Figure 1. PDN straps and rails (run 1).
Pins as bars on the die edge. Tap cells in grey.
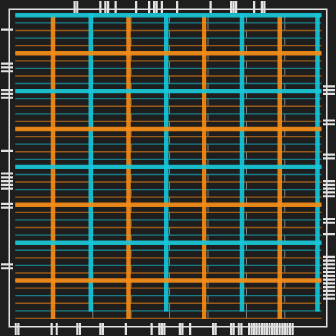
Figure 2. Placement by cell class (run 1).
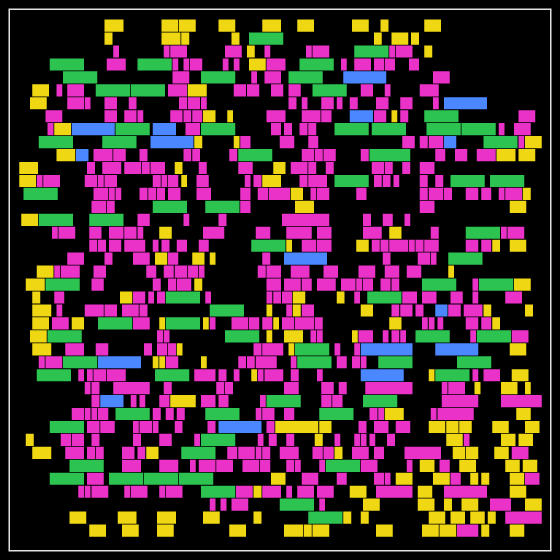
Figure 3. Clock network drawn from the DEF (run 1).
Scale bar: 20 um.
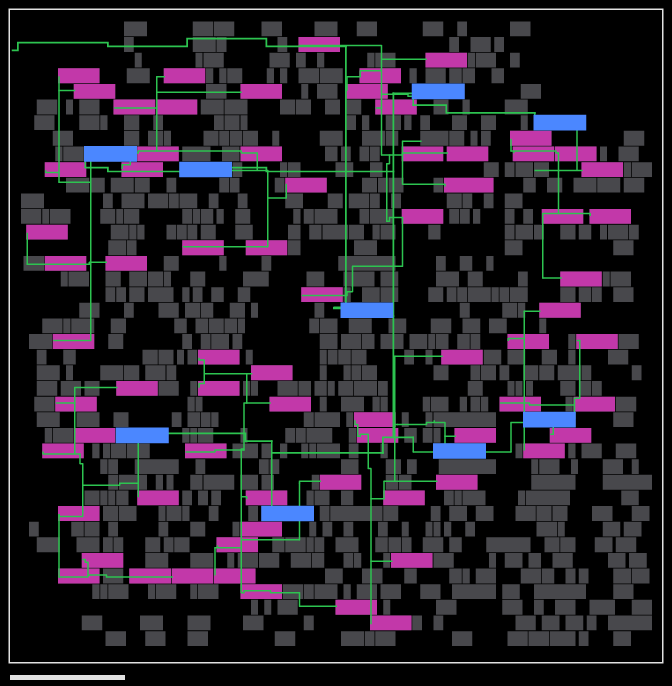
==> src/rtl/timer_counter.sv <==
// Memory-mapped countdown timer. Decodes BASE..BASE+0xB on the store path and
// raises a level interrupt toward CP0 when a count expires.
module timer_counter #(
  parameter logic [31:0] BASE = 32'h0000_7F00
) (
  input  logic        clk,
  input  logic        reset,
  input  logic [31:0] addr,
  input  logic [3:0]  byteen,
  input  logic [31:0] wdata,
  output logic [31:0] rdata,
  output logic        irq
);

  localparam int NUM_LANES = 4;

  typedef enum logic [1:0] {
    S_IDLE = 2'd0,
    S_LOAD = 2'd1,
    S_CNT  = 2'd2,
    S_INT  = 2'd3
  } state_e;

  // CTRL layout: [0] EN, [2:1] MODE, [3] IM
  logic [3:0]                  ctrl_q, ctrl_d;
  logic [NUM_LANES-1:0][7:0]   preset_q, preset_d;
  logic [31:0]                 count_q, count_d;
  logic                        flag_q, flag_d;
  state_e                      state_q, state_d;

  logic                        hit;
  logic                        wr;
  logic [1:0]                  off;
  logic                        ctrl_wr;
  logic                        preset_wr;
  logic                        fsm_flag;
  logic                        fsm_en_clr;
  logic [NUM_LANES-1:0][7:0]   wlane;
  logic                        unused_addr;

  assign hit         = (addr[31:4] == BASE[31:4]);
  assign off         = addr[3:2];
  assign wr          = hit && (byteen != 4'b0000);
  assign ctrl_wr     = wr && (off == 2'd0) && byteen[0];
  assign preset_wr   = wr && (off == 2'd1);
  assign wlane       = wdata;
  assign unused_addr = ^addr[1:0];

  // Byte-lane merge into PRESET: only strobed lanes take new data
  for (genvar i = 0; i < NUM_LANES; i++) begin : g_lane
    assign preset_d[i] = (preset_wr && byteen[i]) ? wlane[i] : preset_q[i];
  end

  // Countdown FSM: next state, next COUNT and the flag/EN effects of expiry
  always_comb begin
    state_d    = state_q;
    count_d    = count_q;
    fsm_flag   = flag_q;
    fsm_en_clr = 1'b0;
    case (state_q)
      S_IDLE: if (ctrl_q[0]) state_d = S_LOAD;
      S_LOAD: begin
        // Uses the PRESET held before this edge, even if it is written now
        count_d = preset_q;
        state_d = S_CNT;
      end
      S_CNT: begin
        if (!ctrl_q[0]) begin
          state_d = S_IDLE;
        end else if (count_q > 32'd1) begin
          count_d = count_q - 32'd1;
        end else begin
          // COUNT of 0 expires like 1, so PRESET=0 acts as PRESET=1
          count_d  = 32'd0;
          fsm_flag = 1'b1;
          state_d  = S_INT;
        end
      end
      S_INT: begin
        // Auto-reload drops the flag after one cycle; other modes stop the timer
        if (ctrl_q[2:1] == 2'b01) fsm_flag   = 1'b0;
        else                      fsm_en_clr = 1'b1;
        state_d = S_IDLE;
      end
      default: state_d = S_IDLE;
    endcase
  end

  // CTRL/flag next state: a software CTRL write overrides the FSM's EN clear
  always_comb begin
    ctrl_d = ctrl_q;
    flag_d = fsm_flag;
    if (fsm_en_clr) ctrl_d[0] = 1'b0;
    if (ctrl_wr) begin
      ctrl_d = wdata[3:0];
      flag_d = 1'b0;
    end
  end

  // State registers with synchronous reset
  always_ff @(posedge clk) begin
    if (reset) begin
      ctrl_q   <= '0;
      preset_q <= '0;
      count_q  <= '0;
      flag_q   <= 1'b0;
      state_q  <= S_IDLE;
    end else begin
      ctrl_q   <= ctrl_d;
      preset_q <= preset_d;
      count_q  <= count_d;
      flag_q   <= flag_d;
      state_q  <= state_d;
    end
  end

  // Read mux: pure function of addr and current register values
  always_comb begin
    rdata = 32'd0;
    if (hit) begin
      case (off)
        2'd0:    rdata = {28'd0, ctrl_q};
        2'd1:    rdata = preset_q;
        2'd2:    rdata = count_q;
        default: rdata = 32'd0;
      endcase
    end
  end

  assign irq = ctrl_q[3] & flag_q;

endmodule

==> config.mk <==
export PLATFORM = sky130hd
export DESIGN_NAME = timer_counter
export DESIGN_NICKNAME = d
export VERILOG_FILES = /design/src/rtl/timer_counter.sv
export SDC_FILE = /design/constraint.sdc
export NUM_CORES = 1
export LEC_CHECK = 0
export CORE_MARGIN = 1.5
export CORE_UTILIZATION = 35
export CTS_CLUSTER_DIAMETER = 200
export CTS_CLUSTER_SIZE = 40
export DETAILED_ROUTE_END_ITERATION = 8
export GPL_TIMING_DRIVEN = 0
export PLACE_DENSITY_LB_ADDON = 0.05
export SYNTH_ARGS = -nofsm -noshare
export SYNTH_HDL_FRONTEND = slang
export SYNTH_SLANG_ARGS = --single-unit
==> constraint.sdc <==
create_clock -name clk -period 2.5 [get_ports clk]
set_input_delay 0.5 -clock clk [delete_from_list [all_inputs] [get_ports clk]]
set_output_delay 0.5 -clock clk [all_outputs]
set_load 0.01 [all_outputs]
==> impl_metrics.tcl, run 1 <==
# place-and-route summary
set metrics [dict create \
    r2r_slack_ns 0.09 \
    fmax_mhz 408 \
    grt_remaining_overflow 0 \
    port_buffers 98 \
    tns_ns 0 \
    yosys_warnings 0 \
    status "finished clean" \
    cts.sinks 71 \
    syn_to_final_growth_pct 43.5 \
    final_hold_viol_count 0 \
    place_congestion 0.897 \
    detail-route-antenna-nets 0 \
    die_w_um 113 \
    via_per_inst 5.73 \
    wirelength_um 15900 \
    grt_max_degree 13 \
    netlist_instances 541 \
    htreeDepth 3 \
    worstPathRequired_ns 2.00 \
    clockRootBuffer "clkbuf_16" \
    hold_path.class "register to register" \
    yosys-top-cells-area "dfxtp_1, mux2i_1, nor2_1" \
    crit-reg2reg-launch "count_q[24]" \
    synthesis.area_sq_um 4270 \
    dieArea_sq_um 12900 \
    vias 4666 \
    finalNetCount 734 \
    diodes 0 \
    worstHoldStart "preset_q[9]" \
    leakagePower_nw 2.26 \
    top_area_share_pct 33.3 \
    cts-hold-fix-buffers 0 \
    dr.first_iter.drc_count 280 \
    ys_area_sq_um 4270 \
    synth_flops 71 \
    fp_util_pct 35.7 \
    synth.most_common_cell "nor2_1" \
    layout-drive-gt1-share_pct 22.8 \
    warnings 30 \
    critPathKind "input port to output pin" \
]
Notes on Figure 1 above:
[cyan] VDD
[orange] VSS
met1 rails: 41
tap cells: 147
signal pins: 103
met5 straps: 8
area of the core: 12000 sq um
Die Span Y: 113 um

Notes on Figure 2 above:
[blue] clock drivers and dummy loads | cells: 16 | share of their area: 5.4%
[magenta] all other logic | cells: 426 | share of their area: 50%
[green] flip-flops | cells: 71 | share of their area: 24%
[yellow] other buffers and delay cells | cells: 154 | share of their area: 21%
post-route cell area: 6130 sq um
Seq area share: 23.3%
final core utilization: 51.2%
row count: 40

Notes on Figure 3 above:
[magenta] flip-flops | count: 71
[blue] cells driving clock nets | count: 9
[green] clock wires | length: 1150 um
routed clock nets: 10
clk pwr: 1.38 mW
clock power share: 51.4%
Clock Skew: 0.00969 ns
Worst-Skew Late Latency: 0.35 ns

==> run 1: worst max-delay path, stage by stage <==
cell and delay (ns):
clkdlybuf4s15_1 0.16, nor4_1 0.27, nand4_1 0.18, or2_4 0.33, buf_6 0.15, buf_8 0.14
nor2_2 0.10, buf_2 0.13
==> run 1: cell usage in the layout, fill, tap and decap left out, types with 15 or more instances in the layout <==
| cell type | instances |
|---|---|
| dfxtp_1 | 70 |
| nor2_1 | 68 |
| o21ai_0 | 42 |
| mux2i_1 | 40 |
| clkdlybuf4s50_1 | 37 |
| a22oi_1 | 28 |
| a21oi_1 | 27 |
| nand2_1 | 25 |
| buf_2 | 21 |
| clkbuf_1 | 21 |
| buf_6 | 18 |
| nor2_4 | 16 |
| buf_4 | 15 |
==> run 1: state kept, by name, summed over array words and instances, names as in the netlist <==
signal,count
flag_q,1
state_q,2
ctrl_q,4
preset_q,32
count_q,32
==> run 1: timing repair <==
action,in CTS,in global routing
gates resized,212,88
buffers inserted,9,8
cloned,1,2
setup endpoints to repair,93,66
pin swaps,15,24
==> run 1: metal layers <==
metal / up-vias / share of wire [%]
met4: 0 / 2.8
met2: 162 / 46
li1: 2250 / -
met3: 30 / 6.0
met1: 2224 / 45
met5: - / 0
==> run 1: area by class of cell <==
class	count	area, sq um
Tap cell	147	184
Inverter	12	45.0
Buffer	36	195
Clock buffer	12	267
Fill cell	1175	5830
Clock inverter	4	52.6
Multi-Input combinational cell	414	2930
Sequential cell	71	1430
Timing Repair Buffer	118	1030
==> run 1: power by group <==
part | internal, mW | total (mW) | switching [mW] | leakage (nW)
clock | 0.854 | 1.38 | 0.522 | 0.147
sequential | 1.13 | 1.13 | 0.000000000625 | 0.572
combinational | 0.0918 | 0.172 | 0.0803 | 1.54
==> run 1: how the worst max path moves through the flow <==
| stage | depth (start not counted) | start | to |
|---|---|---|---|
| 2_1_floorplan | 6 | addr[15] | rdata[10] |
| 3_3_place_gp | 8 | addr[17] | rdata[12] |
| 3_5_place_dp | 8 | addr[17] | rdata[14] |
| 4_1_cts | 9 | addr[31] | rdata[16] |
| 5_1_grt | 8 | addr[14] | rdata[1] |
| 6_report | 8 | addr[20] | rdata[1] |
==> run 1: stage by stage <==
stage | power [mW] | instance area, sq um | setup slack, ns
2_1_floorplan | 1.20 | 4270 | 0.0871
3_3_place_gp | 1.33 | 5430 | -1.18
3_5_place_dp | 1.33 | 5440 | -1.20
4_1_cts | 2.70 | 5870 | -0.0748
5_1_grt | 2.76 | 6130 | 0.00236
6_report | 2.68 | 6130 | 0.0462
==> run 1: cell families (layout without fill, tap and decap cells) <==
logic type | count (synthesis) | after routing | synth area share [%]
simple gates | 209 | 209 | 24.8
compound gates | 160 | 160 | 26.0
flops | 71 | 71 | 33.3
buf+inv | 56 | 182 | 5.30
mux | 40 | 40 | 9.38
xor+xnor | 3 | 3 | 0.616
fa+ha+maj | 2 | 2 | 0.586
==> run 2: changes to the inputs <==
--- a/config.mk
+++ b/config.mk
@@ -8,7 +8,7 @@
 export CORE_MARGIN = 1.5
 export CORE_UTILIZATION = 35
 export CTS_CLUSTER_DIAMETER = 200
-export CTS_CLUSTER_SIZE = 40
+export CTS_CLUSTER_SIZE = 8
 export DETAILED_ROUTE_END_ITERATION = 8
 export GPL_TIMING_DRIVEN = 0
 export PLACE_DENSITY_LB_ADDON = 0.05
Figure 4. Track usage over the die (run 2).
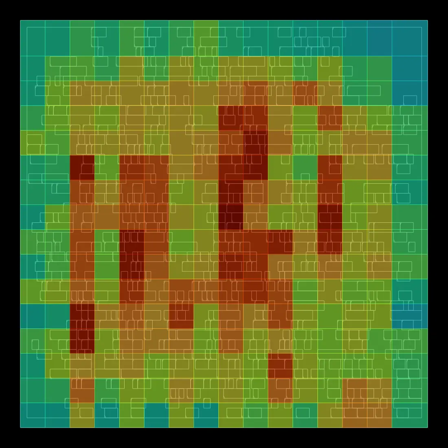
met2 GRT Util: 39.9%
met3 usage: 6.48%
GRT busiest layer: met2

==> impl_metrics.tcl, run 2 <==
# place-and-route summary
set metrics [dict create \
    fin_area_sq_um 6130 \
    worstSkewPairLatency_ns 0.35 \
    dieArea_sq_um 12900 \
    fp_util_pct 35.7 \
    critPathKind "input port to output pin" \
    cts.sinks 71 \
    startpoint "addr[20]" \
    grt_max_degree 13 \
    diodes 0 \
    status "finished clean" \
    via_per_inst 5.73 \
    netlist_instances 541 \
    synth_flops 71 \
    yosys-top-cells-area "dfxtp_1, mux2i_1, nor2_1" \
    crit_slowest_cell "or2_4" \
    r2r_slack_ns 0.09 \
    ys_area_sq_um 4270 \
    reg_top3 "count_q: 32 flops, preset_q: 32 flops, ctrl_q: 4 flops" \
    hold_path.class "register to register" \
    core_area_sq_um 12000 \
    finalNetCount 734 \
    vias 4666 \
    die_w_um 113 \
    num_rows 40 \
    dr.first_iter.drc_count 280 \
]
Figure 5. Wiring by layer (run 2).
Scale bar: 20 um.
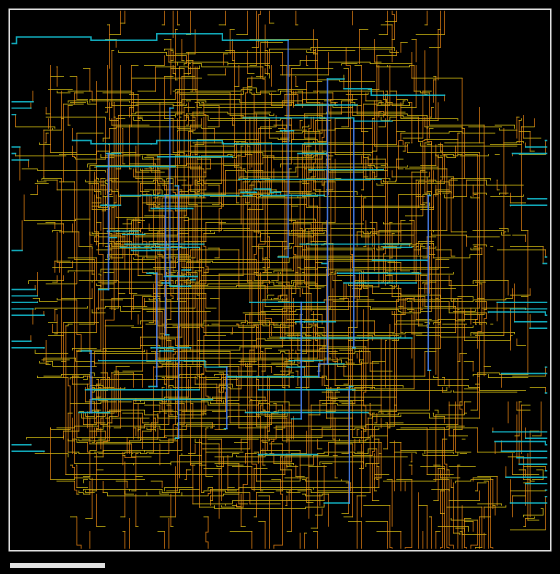
[orange] met2 | wire length: 7270 um
[cyan] met3 | wire length: 953 um
[yellow] met1 | wire length: 7210 um
[blue] met4 | wire length: 440 um
Tot GR Track Use: 25.0%
routed length per instance: 19.5 um

## run 2: cell counts in the layout (fill, tap and decap cells not counted)
No cell type changed its count.
## run 2: kinds of logic (layout without fill, tap and decap cells)
family / count (synthesis) / count (layout) / synth area share [%]
xor gates and xnor gates: 3 / 3 / 0.616
adders and majority gates: 2 / 2 / 0.586
AOI/OAI and AO/OA: 160 / 160 / 26.0
DFF: 71 / 71 / 33.3
muxes: 40 / 40 / 9.38
and+or+nand+nor: 209 / 209 / 24.8
buffers and inverters: 56 / 182 / 5.30
## run 2: per-layer routing
metal  wire length [um]  global-route usage, %
met1               7210                   32.9
met2               7270                   39.9
met3                952                   6.48
met4                440                   9.08
met5                  0                      0
## run 2: worst min-delay path by stage
| stage | from | end | slack (ns) | cells past startpoint |
|---|---|---|---|---|
| final | preset_q[9] | count_q[9] | 0.51 | 2 |
| after global routing | preset_q[8] | preset_q[8] | 0.55 | 2 |
| after detailed placement | preset_q[9] | count_q[9] | 0.50 | 2 |
| after floorplan | preset_q[9] | count_q[9] | 0.47 | 2 |
| after CTS | preset_q[9] | count_q[9] | 0.50 | 2 |
| after global placement | ctrl_q[3] | ctrl_q[3] | 0.50 | 2 |
## run 2: timing repair
item | in CTS | in global routing
gates resized | 212 | 88
cloned | 1 | 2
pin swaps | 15 | 24
setup buffers | 9 | 8
hold endpoints to repair | 0 | 0
endpoints found under the setup margin | 93 | 66
## run 2: per-stage QoR
stage | utilization [%] | cells | hold WS, ns | total power, mW | setup TNS (ns)
after floorplan | - | 541 | 0.471 | 1.20 | 0
after CTS | 49.0 | 811 | 0.503 | 2.70 | -0.548
after global placement | 45.4 | 786 | 0.495 | 1.33 | -63.23
after detailed placement | 45.5 | 787 | 0.502 | 1.33 | -61.90
final | 51.2 | 814 | 0.509 | 2.68 | 0
after global routing | 51.2 | 814 | 0.551 | 2.76 | 0
## run 2: tightest hold or removal path: cells and delay by family (launching register included)
kind / cells / cell delay (ns)
DFF: 1 / 0.33
and+or+nand+nor: 2 / 0.13
## run 2: power by group
group	switching (mW)	internal (mW)
clock	0.522	0.854
sequential	0.000000000625	1.13
combinational	0.0803	0.0918
## run 2: cell type report
type                    count  area (sq um)  share of cell area [%]
multi-input cells         414          2930                    47.9
flip-flops and latches     71          1430                    23.3
repair buffers            118          1030                    16.7
clock buffers              12           267                    4.35
plain buffers              36           195                    3.19
well taps                 147           184                    3.00
clock inverters             4          52.6                   0.858
inverters                  12          45.0                   0.735
Power is estimated from default activity; no workload was simulated.
